File: src/rtl/vga_pkg.sv
`default_nettype none
// =============================================================================
// vga_pkg : screen geometry, ASCII codes and term_writer state encoding
// Revision: 1.0
// =============================================================================
package vga_pkg;

  localparam int N_COL         = 80;
  localparam int N_ROW         = 30;
  localparam int N_COL_WIDTH   = 7;
  localparam int N_ROW_WIDTH   = 5;
  localparam int N_CHARS_WIDTH = 12;

  localparam logic [7:0] ASC_BS    = 8'h08;
  localparam logic [7:0] ASC_TAB   = 8'h09;
  localparam logic [7:0] ASC_LF    = 8'h0A;
  localparam logic [7:0] ASC_FF    = 8'h0C;
  localparam logic [7:0] ASC_CR    = 8'h0D;
  localparam logic [7:0] ASC_SPACE = 8'h20;
  localparam logic [7:0] ASC_TILDE = 8'h7E;

  localparam logic [1:0] ST_IDLE  = 2'd0;
  localparam logic [1:0] ST_CLEAR = 2'd1;
  localparam logic [1:0] ST_DRAIN = 2'd2;

endpackage
`default_nettype wire

File: src/rtl/clear_seq.sv
`default_nettype none
// =============================================================================
// clear_seq : row-major cell sweep counter, (0,0) .. (N_COL-1,N_ROW-1)
// Revision: 1.0
// =============================================================================
module clear_seq #(
  parameter int N_COL       = 80,
  parameter int N_ROW       = 30,
  parameter int N_COL_WIDTH = 7,
  parameter int N_ROW_WIDTH = 5
) (
  input  logic                   clk_i,
  input  logic                   rst_i,
  input  logic                   start_i,
  output logic                   done_o,
  output logic [N_COL_WIDTH-1:0] col_o,
  output logic [N_ROW_WIDTH-1:0] row_o
);

  localparam logic [N_COL_WIDTH-1:0] COL_LAST = N_COL_WIDTH'(N_COL - 1);
  localparam logic [N_ROW_WIDTH-1:0] ROW_LAST = N_ROW_WIDTH'(N_ROW - 1);
  localparam logic [N_COL_WIDTH-1:0] COL_ONE  = N_COL_WIDTH'(1);
  localparam logic [N_ROW_WIDTH-1:0] ROW_ONE  = N_ROW_WIDTH'(1);

  logic                   active_q, active_d;
  logic [N_COL_WIDTH-1:0] col_q, col_d;
  logic [N_ROW_WIDTH-1:0] row_q, row_d;

  assign done_o = active_q && (col_q == COL_LAST) && (row_q == ROW_LAST);
  assign col_o  = col_q;
  assign row_o  = row_q;

  always_comb begin
    active_d = active_q;
    col_d    = col_q;
    row_d    = row_q;
    if (start_i) begin
      active_d = 1'b1;
      col_d    = '0;
      row_d    = '0;
    end else if (active_q) begin
      if (done_o) begin
        active_d = 1'b0;
        col_d    = '0;
        row_d    = '0;
      end else if (col_q == COL_LAST) begin
        col_d = '0;
        row_d = row_q + ROW_ONE;
      end else begin
        col_d = col_q + COL_ONE;
      end
    end
  end

  always_ff @(posedge clk_i) begin
    if (rst_i) begin
      active_q <= 1'b0;
      col_q    <= '0;
      row_q    <= '0;
    end else begin
      active_q <= active_d;
      col_q    <= col_d;
      row_q    <= row_d;
    end
  end

endmodule
`default_nettype wire

File: src/rtl/term_writer.sv
`default_nettype none
// =============================================================================
// term_writer : uart byte stream to single-cell screen writes with a text cursor
// Optional TERM_TAB_EN enables TAB (0x09). Revision: 1.0
// =============================================================================
module term_writer #(
  parameter int         N_COL       = vga_pkg::N_COL,
  parameter int         N_ROW       = vga_pkg::N_ROW,
  parameter int         N_COL_WIDTH = vga_pkg::N_COL_WIDTH,
  parameter int         N_ROW_WIDTH = vga_pkg::N_ROW_WIDTH,
  parameter logic [6:0] CLR_CHAR    = 7'h20
) (
  input  logic                   clk_i,
  input  logic                   rst_i,
  input  logic                   rx_valid_i,
  input  logic [7:0]             rx_data_i,
  output logic                   wr_en_o,
  output logic [N_COL_WIDTH-1:0] col_w_o,
  output logic [N_ROW_WIDTH-1:0] row_w_o,
  output logic [6:0]             din_o,
  output logic [N_COL_WIDTH-1:0] cur_col_o,
  output logic [N_ROW_WIDTH-1:0] cur_row_o,
  output logic                   busy_o,
  output logic                   overrun_o
);

  import vga_pkg::*;

  localparam logic [N_COL_WIDTH-1:0] COL_LAST = N_COL_WIDTH'(N_COL - 1);
  localparam logic [N_ROW_WIDTH-1:0] ROW_LAST = N_ROW_WIDTH'(N_ROW - 1);
  localparam logic [N_COL_WIDTH-1:0] COL_ONE  = N_COL_WIDTH'(1);
  localparam logic [N_ROW_WIDTH-1:0] ROW_ONE  = N_ROW_WIDTH'(1);

  logic [1:0]             state_q, state_d;
  logic                   rx_prev_q;
  logic [7:0]             hold_q, hold_d;
  logic                   hold_full_q, hold_full_d;
  logic                   overrun_q, overrun_d;
  logic [N_COL_WIDTH-1:0] col_q, col_d;
  logic [N_ROW_WIDTH-1:0] row_q, row_d;

  logic                   accept, consume;
  logic [N_ROW_WIDTH-1:0] row_inc;
  logic                   dec_wr, dec_clear;
  logic [N_COL_WIDTH-1:0] dec_col, dec_ncol;
  logic [N_ROW_WIDTH-1:0] dec_row, dec_nrow;
  logic [6:0]             dec_din;
  logic                   seq_done;
  logic [N_COL_WIDTH-1:0] seq_col;
  logic [N_ROW_WIDTH-1:0] seq_row;

  // Every accepted byte goes through the hold register; IDLE/DRAIN consume it the next cycle.
  assign accept  = rx_valid_i && !rx_prev_q;
  assign consume = hold_full_q && ((state_q == ST_IDLE) || (state_q == ST_DRAIN));
  assign row_inc = (row_q == ROW_LAST) ? '0 : row_q + ROW_ONE;

`ifdef TERM_TAB_EN
  localparam logic [N_COL_WIDTH:0] COL_END = (N_COL_WIDTH+1)'(N_COL);
  logic [N_COL_WIDTH:0] tab_col;
  assign tab_col = ({1'b0, col_q} | (N_COL_WIDTH+1)'(7)) + (N_COL_WIDTH+1)'(1);
`endif

  always_comb begin
    dec_wr    = 1'b0;
    dec_clear = 1'b0;
    dec_col   = col_q;
    dec_row   = row_q;
    dec_din   = '0;
    dec_ncol  = col_q;
    dec_nrow  = row_q;
    if (!hold_q[7]) begin
      if ((hold_q >= ASC_SPACE) && (hold_q <= ASC_TILDE)) begin
        dec_wr  = 1'b1;
        dec_din = hold_q[6:0];
        if (col_q == COL_LAST) begin
          dec_ncol = '0;
          dec_nrow = row_inc;
        end else begin
          dec_ncol = col_q + COL_ONE;
        end
      end else begin
        case (hold_q)
          ASC_CR: dec_ncol = '0;
          ASC_LF: dec_nrow = row_inc;
          ASC_BS: begin
            if (col_q != '0) begin
              dec_ncol = col_q - COL_ONE;
              dec_col  = col_q - COL_ONE;
              dec_wr   = 1'b1;
              dec_din  = CLR_CHAR;
            end
          end
          ASC_FF: dec_clear = 1'b1;
`ifdef TERM_TAB_EN
          ASC_TAB: begin
            if (tab_col >= COL_END) begin
              dec_ncol = '0;
              dec_nrow = row_inc;
            end else begin
              dec_ncol = tab_col[N_COL_WIDTH-1:0];
            end
          end
`endif
          default: ;
        endcase
      end
    end
  end

  clear_seq #(
    .N_COL       (N_COL),
    .N_ROW       (N_ROW),
    .N_COL_WIDTH (N_COL_WIDTH),
    .N_ROW_WIDTH (N_ROW_WIDTH)
  ) u_clear_seq (
    .clk_i   (clk_i),
    .rst_i   (rst_i),
    .start_i (consume && dec_clear),
    .done_o  (seq_done),
    .col_o   (seq_col),
    .row_o   (seq_row)
  );

  always_ff @(posedge clk_i) begin
    if (rst_i) state_q <= ST_IDLE;
    else       state_q <= state_d;
  end

  always_comb begin
    state_d = state_q;
    case (state_q)
      ST_IDLE:  if (consume && dec_clear) state_d = ST_CLEAR;
      ST_CLEAR: if (seq_done) state_d = ST_DRAIN;
      ST_DRAIN: state_d = (consume && dec_clear) ? ST_CLEAR : ST_IDLE;
      default:  state_d = ST_IDLE;
    endcase
  end

  always_comb begin
    wr_en_o = 1'b0;
    col_w_o = '0;
    row_w_o = '0;
    din_o   = '0;
    busy_o  = 1'b0;
    if (state_q == ST_CLEAR) begin
      wr_en_o = 1'b1;
      col_w_o = seq_col;
      row_w_o = seq_row;
      din_o   = CLR_CHAR;
      busy_o  = 1'b1;
    end else if (consume && dec_wr) begin
      wr_en_o = 1'b1;
      col_w_o = dec_col;
      row_w_o = dec_row;
      din_o   = dec_din;
    end
  end

  // A byte consumed in the same cycle as a new accept is replaced, not overrun.
  always_comb begin
    col_d       = col_q;
    row_d       = row_q;
    hold_d      = hold_q;
    hold_full_d = hold_full_q;
    overrun_d   = overrun_q;
    if ((state_q == ST_CLEAR) && seq_done) begin
      col_d = '0;
      row_d = '0;
    end else if (consume) begin
      col_d = dec_ncol;
      row_d = dec_nrow;
    end
    if (consume) hold_full_d = 1'b0;
    if (accept) begin
      hold_d      = rx_data_i;
      hold_full_d = 1'b1;
      if (hold_full_q && !consume) overrun_d = 1'b1;
    end
  end

  always_ff @(posedge clk_i) begin
    if (rst_i) begin
      rx_prev_q   <= 1'b0;
      hold_q      <= '0;
      hold_full_q <= 1'b0;
      overrun_q   <= 1'b0;
      col_q       <= '0;
      row_q       <= '0;
    end else begin
      rx_prev_q   <= rx_valid_i;
      hold_q      <= hold_d;
      hold_full_q <= hold_full_d;
      overrun_q   <= overrun_d;
      col_q       <= col_d;
      row_q       <= row_d;
    end
  end

  assign cur_col_o = col_q;
  assign cur_row_o = row_q;
  assign overrun_o = overrun_q;

endmodule
`default_nettype wire

File: config.mk
export PLATFORM = sky130hd
export DESIGN_NAME = term_writer
export DESIGN_NICKNAME = d
export VERILOG_FILES = /design/src/rtl/vga_pkg.sv /design/src/rtl/clear_seq.sv /design/src/rtl/term_writer.sv
export SDC_FILE = /design/constraint.sdc
export NUM_CORES = 1
export LEC_CHECK = 0
export ABC_AREA = 1
export CAP_MARGIN = 40
export CORE_MARGIN = 2
export CORE_UTILIZATION = 48
export DETAILED_ROUTE_END_ITERATION = 6
export PLACE_DENSITY_LB_ADDON = 0.1
export SYNTH_ARGS = -nofsm -noshare
export SYNTH_HDL_FRONTEND = slang
export SYNTH_SLANG_ARGS = --single-unit
File: constraint.sdc
create_clock -name clk_i -period 2.5 [get_ports clk_i]
set_clock_uncertainty 0.1 [all_clocks]
set_input_delay 0.375 -clock clk_i [delete_from_list [all_inputs] [get_ports clk_i]]
set_output_delay 0.375 -clock clk_i [all_outputs]
set_load 0.01 [all_outputs]
**Run 1: clock routing**

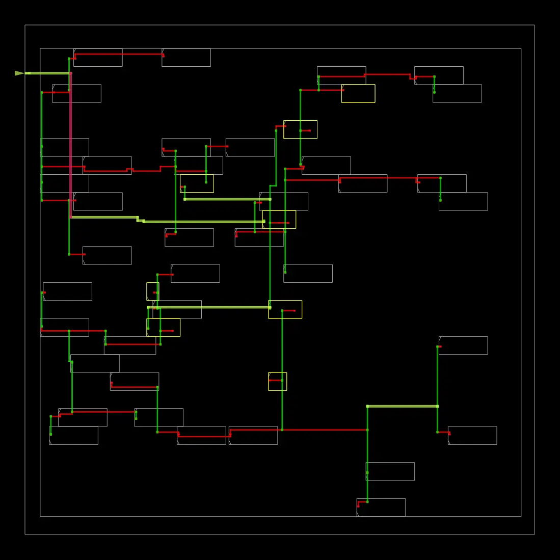
num sequential: 38
Sinks on Clock Net: 38
TritonCTS buffer count: 5
clock network power: 451 uW

**Run 1: I/O nets highlighted**

Drawn at 6 px/um.
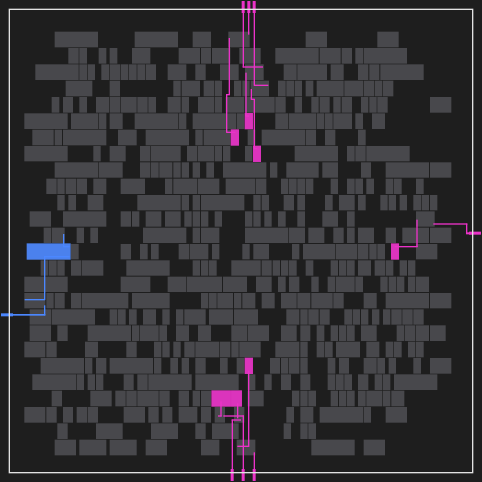
Key: col_w_o = magenta [bits 7, direction output, edge 3 top, 3 bottom, 1 right, end cells 7, buffers 7, wire 127 um]; overrun_o = blue [bits 1, direction output, edge left, end cells 1, buffers 1, wire 24.3 um]

**Run 1: register map, names as in the netlist**

Drawn at 4 px/um.
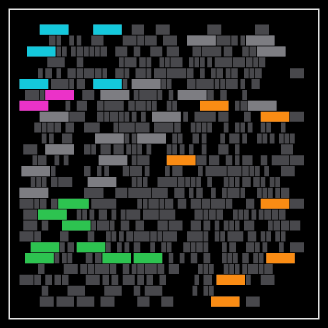
Key: hold_q = green [flops 8, where bottom left]; cur_col_o = orange [flops 7]; u_clear_seq.row_o = cyan [flops 5, where top left]; state_q = magenta [flops 2]
Another 16 sequential cells are not coloured.
fraction of area in registers: 23.3%
utilization of the core after routing: 63.5%

==> notes.md, run 1 <==
Summary of the current implementation state.

- The die covers 0.00593 mm2.
- The endpoint arrival time on the critical path is 1900 ps, for reference.
- In this run the post-CTS setup repair buffer count came out at 0.
- The reported sequential group power is 641 uW, for reference.
- Summing the areas of all xor and xnor instances in the mapped netlist gives 2.74% of the synthesized area.
- The cell at the root of the clock tree is clkbuf_8, for reference.
- The launching point of the worst reg2reg path is u_clear_seq.col_o[1]$_SDFFE_PP0P_, for reference.
- Once placement completed, the tool counted placed cells totaling 513.
- Among the non-sequential cells, simple AND/OR/NAND/NOR gates take the most area.
- Post-synth the commonest register cell is dfxtp_1.
- The violation count after the first detailed-routing iteration is 116, for reference.
- The dominant power group is sequential cells, for reference.
- The achievable frequency is 0.421 GHz, for reference.
- Summed over all routing layers, the global router reports a total usage of 22.0%.
- The number of enable-type register cells in the synthesized netlist is 0, for reference.
- The critical path endpoint has a required time of 2030 ps.
- The run finished with clean final reports.
- The smallest hold slack is 385 ps, for reference.
- The number of buffer and inverter instances along the worst setup path is 4, for reference.
- The total cell area at the placement stage is 0.00313 mm2, for reference.
- After routing, the total negative slack on setup checks comes to 0 ps.
- The number of cells in the yosys synthesis report is 394, for reference.
- The first global-routing pass estimated 10.7 mm of wire.
- The share of the Yosys chip area taken by registers is 29.7%.
- The internal portion of the total power is 948 uW.
- The overflow left after global routing is 0, for reference.
- Leaving out fill and tap cells, the most frequent cell in the layout is nand2_1.
- The net switching power of the design is 402 uW, for reference.
- Measured along the x axis, the die boundary spans 77.0 um.
- Yosys reports that the most numerous cell types are nand2_1 (109), nor2_1 (47), dfxtp_1 (38).
- The relative max-transition margin is 73.4%, for reference.
- After clock tree synthesis, the repair step resized 17 gates.
- Synthesis produced a netlist with a net count of 413.
- In the synthesis report, Yosys lists the chip area as 0.00256 mm2.
- The setup check on the worst reg-to-reg path leaves a slack of 750 ps.
- Per the synthesis report, the simple-gate share of the synthesized area is 44.0%.
- Warnings raised by the tools during the run amount to 30.
- Among all stages on the critical path, the largest delay is contributed by dfxtp_1.
- The longest incremental delay of any stage on the critical path is reported as 320 ps.
- The clock transition at the registers of the reported paths is 80 ps, for reference.
- Broken down by cell family, the worst path's largest delay share belongs to simple AND/OR/NAND/NOR gates.
- The final routed DRC violation total is 0, for reference.
- In this run, the combinational gates consume 19.1% of the power.
- The worst hold path belongs to the class reg2reg.
- Ranked by total cell area, the synthesized netlist is headed by dfxtp_1 (30%), nand2_1 (16%), nor2_1 (6.9%).
- Entering global routing, the biggest net connects 18 pins.
- OpenSTA lists the critical path startpoint as cur_col_o[0]$_SDFFE_PP0P_.
- Setup slack on the critical path of the routed design comes to 126 ps.
- The tally of buffers added on design ports is 44, for reference.
- Wires add up to 6.34 mm.
-- run 1: area by class of cell --
class | instances | area (um2) | share of cell area [%]
timing repair buffer | 62 | 561 | 17.2
inverter | 48 | 186 | 5.71
clock buffer | 6 | 82.6 | 2.53
multi-input combinational | 300 | 1570 | 48.2
clock inverter | 2 | 12.5 | 0.383
tap | 70 | 87.6 | 2.68
sequential | 38 | 762 | 23.3
-- run 1: per-layer routing --
metal / part of all wire (%) / global-route usage (%) / wire (um)
met4: 1.7 / 7.32 / 106
met1: 46 / 28.0 / 2920
met3: 3.6 / 3.76 / 229
met5: 0 / 0 / 0
met2: 49 / 37.9 / 3080
==> run 1 -> run 2 <==
--- a/config.mk
+++ b/config.mk
@@ -9,6 +9,7 @@
 export CAP_MARGIN = 40
 export CORE_MARGIN = 2
 export CORE_UTILIZATION = 48
+export CTS_CLUSTER_SIZE = 20
 export DETAILED_ROUTE_END_ITERATION = 6
 export PLACE_DENSITY_LB_ADDON = 0.1
 export SYNTH_ARGS = -nofsm -noshare
**Run 2: signal wires by layer**

Drawn at 4 px/um.
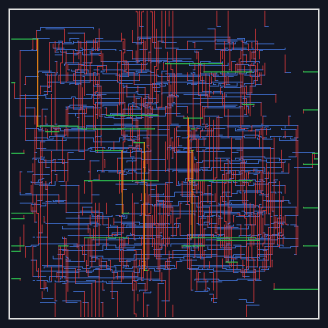
Key: metal 3 = green [wire length 230 um]; metal 2 = red [wire length 3080 um]; metal 4 = orange [wire length 107 um]; metal 1 = blue [wire length 2920 um]

==> run 2 against run 1 <==
Synthesized area did not move. Combinational power hardly changed. Maximum frequency is the same. Highest routed layer unchanged. Via count stayed put. Largest cell class unchanged.
==> notes.md, run 2 <==
Summary of the current implementation state.

- Entering global routing, the biggest net connects 18 pins.
- The family with the most delay on the worst path is simple AND/OR/NAND/NOR gates, for reference.
- The total cell area reported by yosys after synthesis is 0.00256 mm2, for reference.
- Across all checked pins, the minimum headroom to the slew limit is 73.4%.
- The worst reg-to-reg setup slack is 750 ps, for reference.
- Counting the buffers created by CTS gives 5.
- Per the detail_route log, met2 wirelength is 3.08 mm.
- By count the netlist is led by nand2_1 (109), nor2_1 (47), dfxtp_1 (38).
- The share of the core filled with cells in the final layout is 63.5%, for reference.
- The net count after synthesis is 413, for reference.
- Ranked by total cell area, the synthesized netlist is headed by dfxtp_1 (30%), nand2_1 (16%), nor2_1 (6.9%).
- In the per-layer summary, the met1 wirelength comes to 2.92 mm.
- The flow ran to the end, and the final reports show no timing, DRC or antenna violations.
- The met3 demand-to-capacity share in global routing is 3.76%, for reference.
- The number of enable-type register cells in the synthesized netlist is 0, for reference.
- Across all hold checks on the routed design, the worst slack comes to 385 ps.
- Port buffering added 44 buffers.
- The largest family of logic cells by area is simple AND/OR/NAND/NOR gates, for reference.
- The dominant synthesized flop cell is dfxtp_1, for reference.
- Detailed routing placed a total of 229 um of wire on met3.
- The number of warnings in the stage logs is 30, for reference.
- The most congested layer reported by global routing is met2, for reference.
**Run 2: register map, names as in the netlist**

Drawn at 4 px/um.
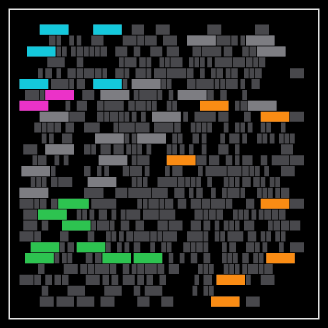
Key: u_clear_seq.row_o = cyan [flops 5, where top left]; cur_col_o = orange [flops 7]; state_q = magenta [flops 2]; hold_q = green [flops 8, where bottom left]
combined flip-flop and latch cell area: 762 um2
Flop+latch power: 641 uW

==> run 2: cell counts after synthesis <==
No cell type changed its count.
==> run 2: cell type report <==
cell class                      count  area share, %
Sequential cell                    38           23.3
Clock inverter                      2          0.383
Inverter                           48           5.71
Timing Repair Buffer               62           17.2
Clock buffer                        6           2.53
Tap cell                           70           2.68
Multi-Input combinational cell    300           48.2
==> run 2: where the power goes <==
group	total, mW	switching [mW]	internal [mW]
logic	0.258	0.154	0.103
clock network	0.451	0.229	0.222
registers	0.641	0.0183	0.622
total	1.35	0.402	0.948
==> run 2: what timing repair did <==
action                                  4_1_cts  5_1_grt
gates resized                                17       20
gates cloned                                  0        0
endpoints found under the setup margin       15       16
buffers inserted                              0        5
hold buffers                                  0        0
pin swaps                                     0        3
==> run 2 -> run 3 <==
--- a/config.mk
+++ b/config.mk
@@ -7,11 +7,11 @@
 export LEC_CHECK = 0
 export ABC_AREA = 1
 export CAP_MARGIN = 40
-export CORE_MARGIN = 2
 export CORE_UTILIZATION = 48
 export CTS_CLUSTER_SIZE = 20
 export DETAILED_ROUTE_END_ITERATION = 6
 export PLACE_DENSITY_LB_ADDON = 0.1
+export SLEW_MARGIN = 20
 export SYNTH_ARGS = -nofsm -noshare
 export SYNTH_HDL_FRONTEND = slang
 export SYNTH_SLANG_ARGS = --single-unit
**Run 3: signal wires by layer**

Drawn at 4 px/um.
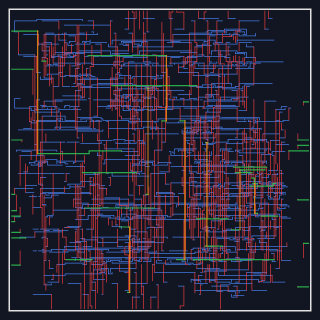
Key: metal 2 = red [wire length 3030 um]; metal 1 = blue [wire length 2910 um]; metal 3 = green [wire length 220 um]; metal 4 = orange [wire length 173 um]
drt wl/cell: 12.0 um
gr usage total: 24.0%
routed vias: 2634
Total Routed Length: 6.33 mm

==> run 3 against run 2 <==
Maximum frequency shrank 0.75%. Hold slack lost 2.1 ps. Sequential share of layout area is essentially flat. Largest cell class unchanged. Non-clock buffer count is the same. Critical endpoint is now col_w_o[2]. Count of clock-buffer cells in the layout is the same. Sequential power is essentially flat.
==> notes.md, run 3 <==
Summary of the current implementation state.

- For the sequential group, total power comes out at 639 uW.
- The flow ran to the end, and the final reports show no timing, DRC or antenna violations.
- The highest cell delay on the worst timing path is 320 ps, for reference.
- The number of buffer and inverter instances along the worst setup path is 4, for reference.
- Registers are responsible for 47.3% of the overall power.
- TritonCTS created 5 clock buffers.
- The proportion of total power due to net switching is 29.7%, for reference.
- In the power breakdown, the biggest contributor is sequential cells.
- The number of hold buffers added after cts is 0, for reference.
- For reference, XOR and XNOR gates occupy 2.74% of the area reported after synthesis.
- The met2 layer wire length in the routed design is 3.03 mm, for reference.
- Per the detail_route log, met3 wirelength is 220 um.
- The synthesized netlist has a Yosys-reported chip area of 0.00256 mm2.
- The top layer used by detailed routing is met4, for reference.
- The first routing iteration left 148 violations.
- Entering global routing, the biggest net connects 18 pins.
- The synthesized design contains 0 enable-type register cells.
- Per the STA report, the cell with the highest stage delay on the worst path is dfxtp_1.
- Per the synthesis report, the simple-gate share of the synthesized area is 44.0%.
- The kind of cell with the highest combined delay along the critical path is simple AND/OR/NAND/NOR gates.
- The critical path required time is 2030 ps, for reference.
- The dominant synthesized flop cell is dfxtp_1, for reference.
- The tree is rooted in a clkbuf_8.
- The net count after synthesis is 413, for reference.
**Run 3: clock routing**

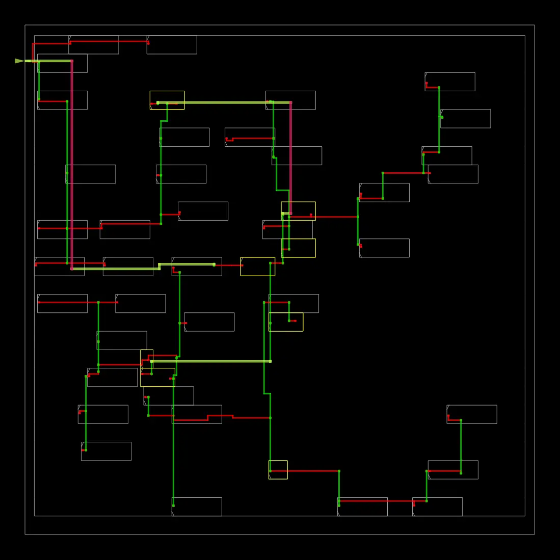
clk_buf instances: 6
insertion delay of the later-clocked pin in the worst-skew pair: 290 ps

run 3: cell counts after synthesis:
No cell type changed its count.
run 3: layout make-up:
type / count / area [um2]
flip-flops and latches: 38 / 761
fillers: 509 / 1840
inverters: 48 / 186
clock buffers: 6 / 82.6
well taps: 70 / 87.6
repair buffers: 62 / 573
multi-input cells: 300 / 1560
clock inverters: 2 / 12.5
run 3: per-layer routing:
metal,up-vias,GRT usage (%)
met5,-,0
met4,0,10.9
met1,1185,30.1
met3,16,4.55
li1,1376,-
met2,57,40.0
run 3: repair_timing:
action	in CTS	in global routing
setup endpoints to repair	15	16
gates cloned	0	0
endpoints found under the hold margin	0	0
pin swaps	1	1
setup buffers	1	5
resized	16	13

==> screenshots <==
Gate-type map.
Drawn at 4 px/um.
picture 1
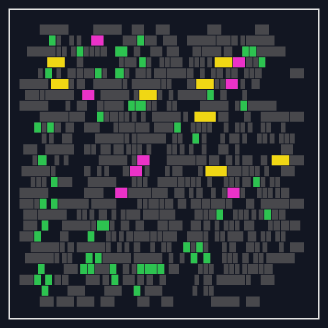
picture 2
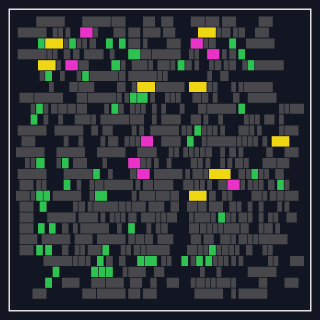
picture 2: run 3
picture 1: run 2

Key to picture 2:
Key: aoi and oai cells = green [cells 49, most used o21ai_0, where widely spread]; xor and xnor cells = magenta [cells 8, most used xor2_1]; fa/ha/maj cells = yellow [cells 8, most used ha_1]

Power and IR drop assume default switching activity.
